## config.mk

```make
export PLATFORM = sky130hd
export DESIGN_NAME = spi_master_command8_address16_data32
export DESIGN_NICKNAME = d
export VERILOG_FILES = /design/src/rtl/spi_master_command8_address16_data32.sv
export SDC_FILE = /design/constraint.sdc
export NUM_CORES = 1
export LEC_CHECK = 0
export CORE_MARGIN = 3
export CORE_UTILIZATION = 54
export DETAILED_ROUTE_END_ITERATION = 10
export PLACE_DENSITY_LB_ADDON = 0.2
export SYNTH_ARGS = -nofsm -noshare
export SYNTH_HDL_FRONTEND = slang
export SYNTH_SLANG_ARGS = --single-unit
```

## constraint.sdc

```tcl
create_clock -name clock -period 3.2 [get_ports clock]
set_clock_uncertainty 0.2 [all_clocks]
set_input_delay 0.64 -clock clock [delete_from_list [all_inputs] [get_ports clock]]
set_output_delay 0.64 -clock clock [all_outputs]
set_load 0.02 [all_outputs]
```

## src/rtl/spi_master_command8_address16_data32.sv

```systemverilog
// SPI mode-0 master: one 56-bit {command8, address16, data32} frame per start.
// Captures the 32 reply bits of the data phase and flags them with done.
module spi_master_command8_address16_data32 #(
    parameter int CLOCK_DIVIDE     = 4,
    parameter int GAP_HALF_PERIODS = 1
) (
    input  logic        clock,
    input  logic        reset,
    input  logic        start,
    input  logic [7:0]  command8,
    input  logic [15:0] address16,
    input  logic [31:0] data32,
    output logic        busy,
    output logic        done,
    output logic [31:0] data32_from_slave,
    output logic        SCK,
    output logic        MOSI,
    input  logic        MISO,
    output logic        SSEL
);

    typedef enum logic [2:0] {
        IDLE,
        SHIFT_LOW,
        SHIFT_HIGH,
        HOLD,
        GAP
    } state_t;

    localparam logic [7:0] RELOAD     = 8'(CLOCK_DIVIDE - 1);
    localparam logic [5:0] LAST_BIT   = 6'd55;
    localparam logic [5:0] FIRST_DATA = 6'd24;
    localparam logic [5:0] GAP_LAST   = 6'(GAP_HALF_PERIODS - 1);

    state_t      state_q, state_d;
    logic [7:0]  cnt_q, cnt_d;
    logic [5:0]  bit_q, bit_d;
    logic [55:0] frame_q, frame_d;
    logic [31:0] rx_q, rx_d;
    logic [31:0] dout_q, dout_d;
    logic        sck_q, sck_d;
    logic        mosi_q, mosi_d;
    logic        ssel_q, ssel_d;
    logic        busy_q, busy_d;
    logic        done_q, done_d;
    logic        tick;

    assign tick = (cnt_q == 8'd0);

    always_ff @(posedge clock or negedge reset) begin
        if (!reset) begin
            state_q <= IDLE;
            cnt_q   <= 8'd0;
            bit_q   <= 6'd0;
            frame_q <= 56'd0;
            rx_q    <= 32'd0;
            dout_q  <= 32'd0;
            sck_q   <= 1'b0;
            mosi_q  <= 1'b0;
            ssel_q  <= 1'b1;
            busy_q  <= 1'b0;
            done_q  <= 1'b0;
        end else begin
            state_q <= state_d;
            cnt_q   <= cnt_d;
            bit_q   <= bit_d;
            frame_q <= frame_d;
            rx_q    <= rx_d;
            dout_q  <= dout_d;
            sck_q   <= sck_d;
            mosi_q  <= mosi_d;
            ssel_q  <= ssel_d;
            busy_q  <= busy_d;
            done_q  <= done_d;
        end
    end

    always_comb begin
        state_d = state_q;
        unique case (state_q)
            IDLE:       if (start) state_d = SHIFT_LOW;
            SHIFT_LOW:  if (tick) state_d = SHIFT_HIGH;
            SHIFT_HIGH: if (tick) state_d = (bit_q == LAST_BIT) ? HOLD : SHIFT_LOW;
            HOLD:       if (tick) state_d = GAP;
            GAP:        if (tick && bit_q == GAP_LAST) state_d = IDLE;
            default:    state_d = IDLE;
        endcase
    end

    always_comb begin
        cnt_d   = cnt_q;
        bit_d   = bit_q;
        frame_d = frame_q;
        rx_d    = rx_q;
        dout_d  = dout_q;
        sck_d   = sck_q;
        mosi_d  = mosi_q;
        ssel_d  = ssel_q;
        busy_d  = busy_q;
        done_d  = 1'b0;
        if (state_q != IDLE) begin
            cnt_d = tick ? RELOAD : cnt_q - 8'd1;
        end
        unique case (state_q)
            IDLE: begin
                if (start) begin
                    cnt_d   = RELOAD;
                    bit_d   = 6'd0;
                    frame_d = {command8, address16, data32};
                    mosi_d  = command8[7];
                    sck_d   = 1'b0;
                    ssel_d  = 1'b0;
                    busy_d  = 1'b1;
                end
            end
            SHIFT_LOW: begin
                if (tick) sck_d = 1'b1;
            end
            SHIFT_HIGH: begin
                if (tick) begin
                    sck_d = 1'b0;
                    // Command and address reply bits carry nothing useful.
                    if (bit_q >= FIRST_DATA) rx_d = {rx_q[30:0], MISO};
                    if (bit_q == LAST_BIT) begin
                        mosi_d = 1'b0;
                    end else begin
                        frame_d = {frame_q[54:0], 1'b0};
                        mosi_d  = frame_q[54];
                        bit_d   = bit_q + 6'd1;
                    end
                end
            end
            HOLD: begin
                if (tick) begin
                    ssel_d = 1'b1;
                    done_d = 1'b1;
                    dout_d = rx_q;
                    bit_d  = 6'd0;
                end
            end
            GAP: begin
                // The bit counter is reused to count gap half-periods.
                if (tick) begin
                    if (bit_q == GAP_LAST) begin
                        busy_d = 1'b0;
                        bit_d  = 6'd0;
                    end else begin
                        bit_d = bit_q + 6'd1;
                    end
                end
            end
            default: begin
                sck_d  = 1'b0;
                ssel_d = 1'b1;
                busy_d = 1'b0;
            end
        endcase
    end

    assign SCK               = sck_q;
    assign MOSI              = mosi_q;
    assign SSEL              = ssel_q;
    assign busy              = busy_q;
    assign done              = done_q;
    assign data32_from_slave = dout_q;

endmodule
```

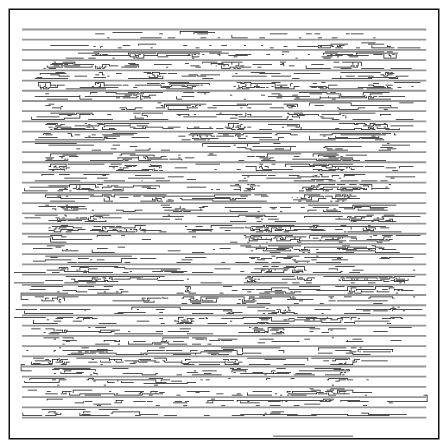
(the metal 1 layer)
Supply wires on this layer in grey.
nets with wire on the layer: 653
longest straight run: 34.0 um
main direction: horizontal
share of all routed wire: 44%
via count: 4790
total wirelength of the detailed-routed design: 13.6 mm
met1 Use GR: 0.295

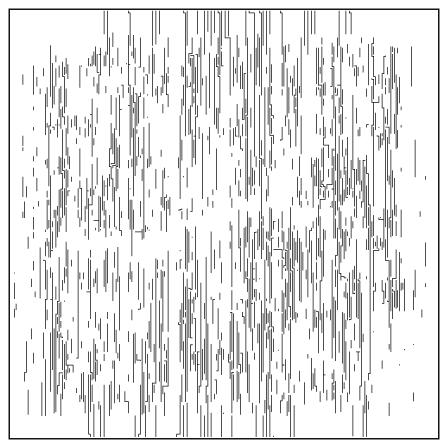
(met2 routing)
nets with wire on the layer: 647
longest straight run: 44.9 um
share of all routed wire: 49%
Global Route met2 Usage: 0.345

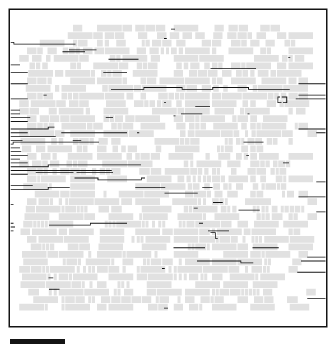
(the metal 3 layer)
The bar under the picture is 20 um long.
longest straight run: 36.1 um
wire length on this layer: 728 um
nets with wire on the layer: 66
main direction: horizontal
share of all routed wire: 5.4%
GRT met3 Usage: 0.0684

==> results.json <==
{
  "outcome": "complete, no violations",
  "clk_pin_slew_ns": 0.07,
  "slew_viol_final": 0,
  "synth_top_flop_cell": "dfrtp_1",
  "post_dp_hpwl_mm": 8.72,
  "final_ant_viol_nets": 0,
  "ys_chip_area_um2": 6300,
  "fill_cells": 804,
  "synth-edff-count": 0,
  "clock_tree.htree_level_count": 4,
  "final_cell_mix": "140 x dfrtp_1, 104 x nand2_1, 95 x clkdlybuf4s50_1",
  "synth.top_cell.area_share": 0.556,
  "summed_instance_area_of_the_synthesized_netlist_um2": 6300,
  "p_comb_frac": 0.153,
  "totalNegativeSetupSlack_ns": 0,
  "seq_power_share": 0.446,
  "globalRoute.busiestLayer": "met2",
  "gr-total-overflow": 0,
  "internal_power_mw": 3.50,
  "top_level_ports": 97,
  "grt.total_usage": 0.221,
  "power_density_nw_per_um2": 610,
  "grt_start_max_net_pins": 110,
  "row_count": 38,
  "netlist.top_cell.by_area": "dfrtp_1",
  "largestPowerGroup": "sequential cells",
  "tritoncts_clock_tree": "done",
  "count_of_unique_library_cells_instantiated_by_yosys": 39,
  "cp.required_ns": 3.32,
  "grt_pass1_wl_mm": 23.0,
  "worst_ep_arrival_time_ns": 2.97,
  "final.hold.worst_slack_ns": 0.271,
  "tightest_slew_ns": 1.02,
  "warnings": 29,
  "ys.flops": 141,
  "report.final.hold_viol_count": 0,
  "hold_endpoint": "data32_from_slave[6]",
  "rsz0062_at_grt": "false",
  "die_width_um": 114,
  "antenna_cells_inserted": 0,
  "timing.hold.worst_path_depth": 2
}
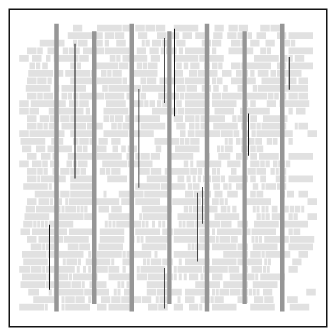
(signal wires on met4)
Supply wires on this layer in grey.
longest straight run: 48.3 um
nets with wire on the layer: 7
main direction: vertical

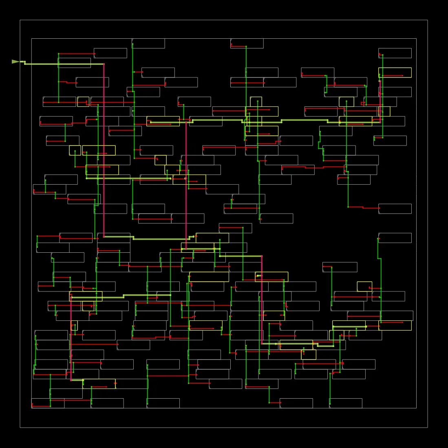
(clock routing)
clock latency on the worst-skew pair: 0.42 ns
Inserted Clock Buffers: 17

final cells by class:
cell class,count,area [um^2],share of cell area
flip-flops and latches,141,3530,0.436
multi-input cells,402,2580,0.320
repair buffers,113,1170,0.144
clock buffers,17,425,0.0526
well taps,140,175,0.0217
clock inverters,15,171,0.0212
inverters,9,33.8,0.00418
per-stage QoR:
step | cells | util | setup slack [ns] | total power [mW]
after floorplan | 599 | - | 0.374 | 2.65
after global routing | 837 | 0.727 | 0.239 | 5.17
final | 837 | 0.727 | 0.358 | 4.93
after detailed placement | 804 | 0.672 | 0.373 | 2.97
after global placement | 804 | 0.672 | 0.473 | 2.92
after CTS | 837 | 0.727 | 0.376 | 4.96
logic make-up after synthesis:
| kind of cell | synth area share |
|---|---|
| and+or+nand+nor | 0.106 |
| xor gates and xnor gates | 0.00278 |
| DFF | 0.561 |
| AOI/OAI and AO/OA | 0.144 |
| adders and majority gates | 0.00596 |
| muxes | 0.146 |
| buffers and inverters | 0.0346 |
metal layers:
metal / part of all wire / vias up / routed length (um)
met1: 0.44 / 2348 / 5970
met5: 0 / - / 0
met2: 0.49 / 114 / 6670
met4: 0.018 / 0 / 239
met3: 0.053 / 22 / 727
li1: - / 2306 / -
cells in the mapped netlist, types with 8 or more instances:
cell type and number:
a21oi_1 62, a31oi_1 55, clkbuf_1 40, dfrtp_1 140
inv_1 9, mux2_2 33, mux2i_1 55, nand2_1 104
nor2_1 19, o21ai_0 16, o31ai_1 8
worst max-delay path, cell delays in order, from the launching register on:
cell and delay, ns:
dfrtp_1 0.39, inv_1 0.10, ha_1 0.20, or3b_1 0.43, or4_4 0.55, o2111a_4 0.21
or3_4 0.42, o21ai_0 0.24
timing repair:
action                                  4_1_cts  5_1_grt
gates resized                                 0        0
endpoints found under the setup margin        0        0
hold endpoints to repair                     48        0
hold buffers                                  1        0
Power and IR drop assume default switching activity.
